===== src/rtl/down_counter_timer_if.sv =====
// down_counter_timer_if: control inputs and status outputs of the down counter timer
interface down_counter_timer_if #(parameter int N = 8);
  logic t;
  logic load;
  logic [N-1:0] load_val;
  logic auto_reload;
  logic [N-1:0] q;
  logic [N-1:0] qbar;
  logic tc;
  logic busy;
  logic done;
  modport master(output t, load, load_val, auto_reload, input q, qbar, tc, busy, done);
  modport slave(input t, load, load_val, auto_reload, output q, qbar, tc, busy, done);
endinterface


===== src/rtl/down_counter_timer.sv =====
// down_counter_timer: loadable down counter with one-shot/periodic modes and a one-cycle terminal-count pulse
module down_counter_timer #(parameter int N = 8) (
  input logic clk,
  input logic rst,
  down_counter_timer_if.slave b
);
  typedef enum logic [1:0] {IDLE, RUN, DONE} state_t;
  state_t state, state_d;
  logic [N-1:0] q_r, q_d, rl, rl_d;
  logic tc, tc_d;
  logic last;
  assign last = q_r <= N'(1);
  always_ff @(posedge clk or negedge rst)
    if (!rst) begin
      state <= IDLE;
      q_r <= '0;
      rl <= '0;
      tc <= 1'b0;
    end else begin
      state <= state_d;
      q_r <= q_d;
      rl <= rl_d;
      tc <= tc_d;
    end
  // load wins over counting; auto_reload only matters on the terminal edge
  always_comb begin
    state_d = state;
    q_d = q_r;
    rl_d = rl;
    tc_d = 1'b0;
    if (b.load) begin
      q_d = b.load_val;
      rl_d = b.load_val;
      state_d = b.load_val != '0 ? RUN : IDLE;
    end else if (state == RUN && b.t) begin
      tc_d = last;
      q_d = !last ? q_r - N'(1) : (b.auto_reload ? rl : '0);
      state_d = last && !b.auto_reload ? DONE : RUN;
    end
  end
  assign b.q = q_r;
  assign b.qbar = ~q_r;
  assign b.tc = tc;
  assign b.busy = state == RUN;
  assign b.done = state == DONE;
endmodule


===== src/flat_wrapper.sv =====
// flat-port wrapper written by rule: the top's interface ports become plain ports
module down_counter_timer_flat 
#(parameter int N = 8)
  (clk, rst, b_t, b_load, b_load_val, b_auto_reload, b_q, b_qbar, b_tc, b_busy, b_done);
  down_counter_timer_if #(.N(N)) b_i ();
  input logic clk;
  input logic rst;
  input wire logic [$bits(b_i.t)-1:0] b_t;
  input wire logic [$bits(b_i.load)-1:0] b_load;
  input wire logic [$bits(b_i.load_val)-1:0] b_load_val;
  input wire logic [$bits(b_i.auto_reload)-1:0] b_auto_reload;
  output wire logic [$bits(b_i.q)-1:0] b_q;
  output wire logic [$bits(b_i.qbar)-1:0] b_qbar;
  output wire logic [$bits(b_i.tc)-1:0] b_tc;
  output wire logic [$bits(b_i.busy)-1:0] b_busy;
  output wire logic [$bits(b_i.done)-1:0] b_done;
  assign b_i.t = b_t;
  assign b_i.load = b_load;
  assign b_i.load_val = b_load_val;
  assign b_i.auto_reload = b_auto_reload;
  assign b_q = b_i.q;
  assign b_qbar = b_i.qbar;
  assign b_tc = b_i.tc;
  assign b_busy = b_i.busy;
  assign b_done = b_i.done;
  down_counter_timer #(.N(N)) u_core (.clk(clk), .rst(rst), .b(b_i));
endmodule

===== config.mk =====
export PLATFORM = sky130hd
export DESIGN_NAME = down_counter_timer_flat
export DESIGN_NICKNAME = d
export VERILOG_FILES = /design/src/rtl/down_counter_timer_if.sv /design/src/rtl/down_counter_timer.sv /design/src/flat_wrapper.sv
export SDC_FILE = /design/constraint.sdc
export NUM_CORES = 1
export LEC_CHECK = 0
export CAP_MARGIN = 5
export CELL_PAD_IN_SITES_DETAIL_PLACEMENT = 1
export CELL_PAD_IN_SITES_GLOBAL_PLACEMENT = 1
export CORE_UTILIZATION = 31
export CTS_CLUSTER_DIAMETER = 200
export CTS_CLUSTER_SIZE = 16
export DETAILED_ROUTE_END_ITERATION = 6
export PLACE_DENSITY = 0.84
export SLEW_MARGIN = 10
export SYNTH_ARGS = -nofsm -noshare
export SYNTH_HDL_FRONTEND = slang
export SYNTH_SLANG_ARGS = --single-unit

===== constraint.sdc =====
create_clock -name clk -period 1.6 [get_ports clk]
set_clock_uncertainty 0.05 [all_clocks]
set_input_delay 0.24 -clock clk [delete_from_list [all_inputs] [get_ports clk]]
set_output_delay 0.24 -clock clk [all_outputs]
set_load 0.05 [all_outputs]

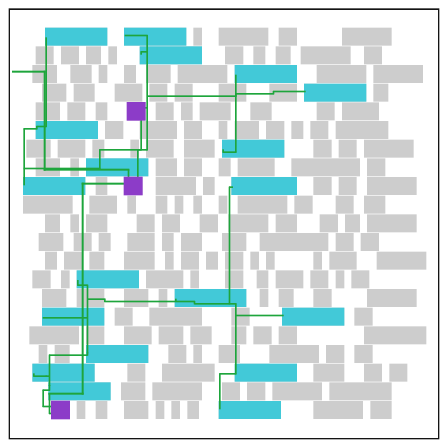
Fig. 1. Clock distribution.
clock wires -> green  # length 300 µm
cells driving clock nets -> purple  # count 3
flip-flops -> cyan  # count 19
routed clock nets = 4
Insertion Delay late pin: 320 ps
clock network power: 274 µW
clock power share: 13.4%

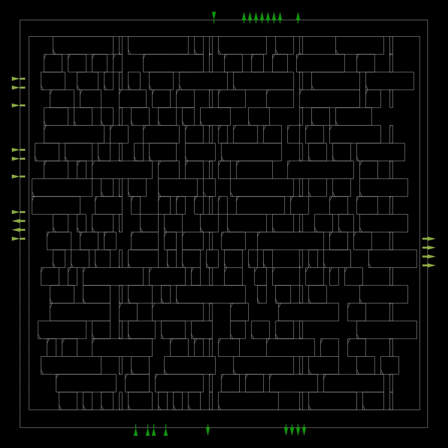
Fig. 2. Cell placement.
final core utilization: 64.7%
Core ar.: 0.00342 mm²
fill count: 379
Rows: 21
Seq area share: 21.7%

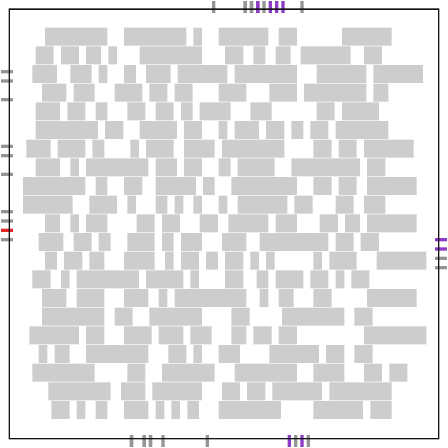
Fig. 3. Pin placement.
Pins as bars across the die edge, other pins in gray.
b_qbar -> purple  # pins 8, direction output, edge 4 top, 2 right, 2 bottom
b_busy -> red  # pins 1, direction output, edge left
DIE WIDTH: 62.4 µm
IO buf count: 31
die height: 62.4 µm

==> reports/metrics.yaml <==
status: "finished with violations"
violations: "setup timing"
rr_worst_depth: 5
ys_sh_simple_pct: 19.8
switchingPower_uw: 878
timing.rr.end: "u_core.b.q[1]"
crit_type: "flop to flop"
finalSetupViolCount: 12
regArea_um2: 480
io_pins: 32
logic_family: "AND-OR/OR-AND gates"
tns_ps: -2330
biggestCellCategory: "non-clock buffers"
end_kind: "flop"
worstPathCellList: "or4_4, nor3_4, buf_6, a311oi_1, o31ai_1"
num_tap_cells: 46
track_usage_pct: 27.2
n_antenna_cell: 0
met3_length_um: 347
ys_cells: 121
slew_viol_final: 0
slew_headroom_pct: 70.8
muxShareOfSynthArea_pct: 4.98
arrival_ps: 2240
first_pass_iters: 4
inv_count: 12
sh_comb_area_pct: 34.2
cts_made_buffers: 3
synth_area_mm2: 0.00113
routed.top_layer: "met4"
worst_slack_ps: -513
nClkBuffers: 4
p_per_area_mw_per_mm2: 925
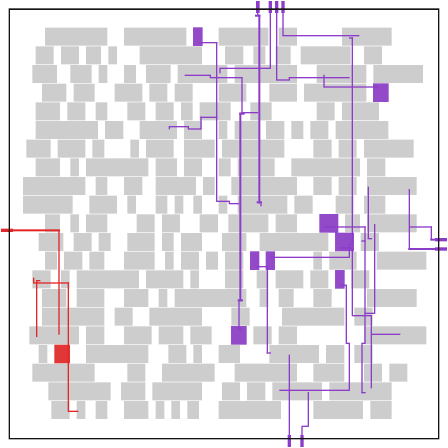
Fig. 4. I/O nets highlighted.
b_qbar -> purple  # bits 8, direction output, end cells 8, wire 383 µm
b_busy -> red  # bits 1, direction output, end cells 1, wire 56.2 µm

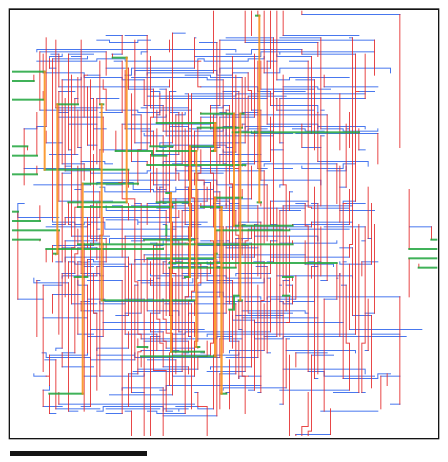
Fig. 5. Signal wires by layer.
Bar = 20 µm.
met3 -> green  # wire length 347 µm
met1 -> blue  # wire length 2290 µm
met4 -> orange  # wire length 312 µm
met2 -> red  # wire length 2900 µm

Yosys cell counts:
library cell	number	area share [%]
or2b_2	1	0.78
clkbuf_1	4	1.3
or3_1	1	0.55
nor4_1	2	1.1
inv_1	12	4.0
a22oi_1	3	2.0
nand2_1	8	2.7
buf_6	1	1.0
nor2b_1	2	1.1
a32oi_1	2	1.6
nor3_1	4	1.8
nor3b_1	1	0.66
xnor2_1	1	0.78
ha_1	2	2.2
o311ai_1	1	0.78
a21oi_1	4	1.8
o31ai_1	3	2.0
or4_4	2	2.0
o21a_1	2	1.3
a31oi_1	4	2.2
xor2_1	1	0.78
or2_2	2	1.1
o21ai_0	9	4.0
a2111oi_2	1	1.3
and3b_1	1	0.78
nand3_1	3	1.3
a221oi_1	1	0.78
a311oi_1	3	2.3
dfrtp_1	19	42
and2_1	1	0.55
o41ai_1	1	0.78
a41o_2	1	1.0
o21ai_1	1	0.44
mux2_2	5	5.0
a22o_1	1	0.78
nand4bb_1	1	1.0
nor3_4	1	1.4
nor2_1	9	3.0
critical path, delay by kind of cell, from the launching register on:
| family | cells | cell delay [ps] |
|---|---|---|
| AND/OR/NAND/NOR | 2 | 860 |
| AND-OR/OR-AND | 2 | 490 |
| flip-flops | 1 | 410 |
| buffers and inverters | 1 | 150 |
stage by stage:
step / total power, mW / utilization [%] / cells / area (µm²)
global route: 2.10 / 64.7 / 241 / 2210
finish: 2.04 / 64.7 / 241 / 2210
detailed placement: 1.59 / 57.5 / 228 / 1960
global placement: 1.54 / 57.5 / 228 / 1960
CTS: 1.88 / 61.1 / 237 / 2090
floorplan: 1.05 / - / 121 / 1190
sequential cells by signal, indices dropped and copies added, names as in the netlist:
register,cells
u_core.b.q,8
u_core.state,2
u_core.b.tc,1
u_core.rl,8
No activity file was given, so power comes from the tool's default toggle rates.
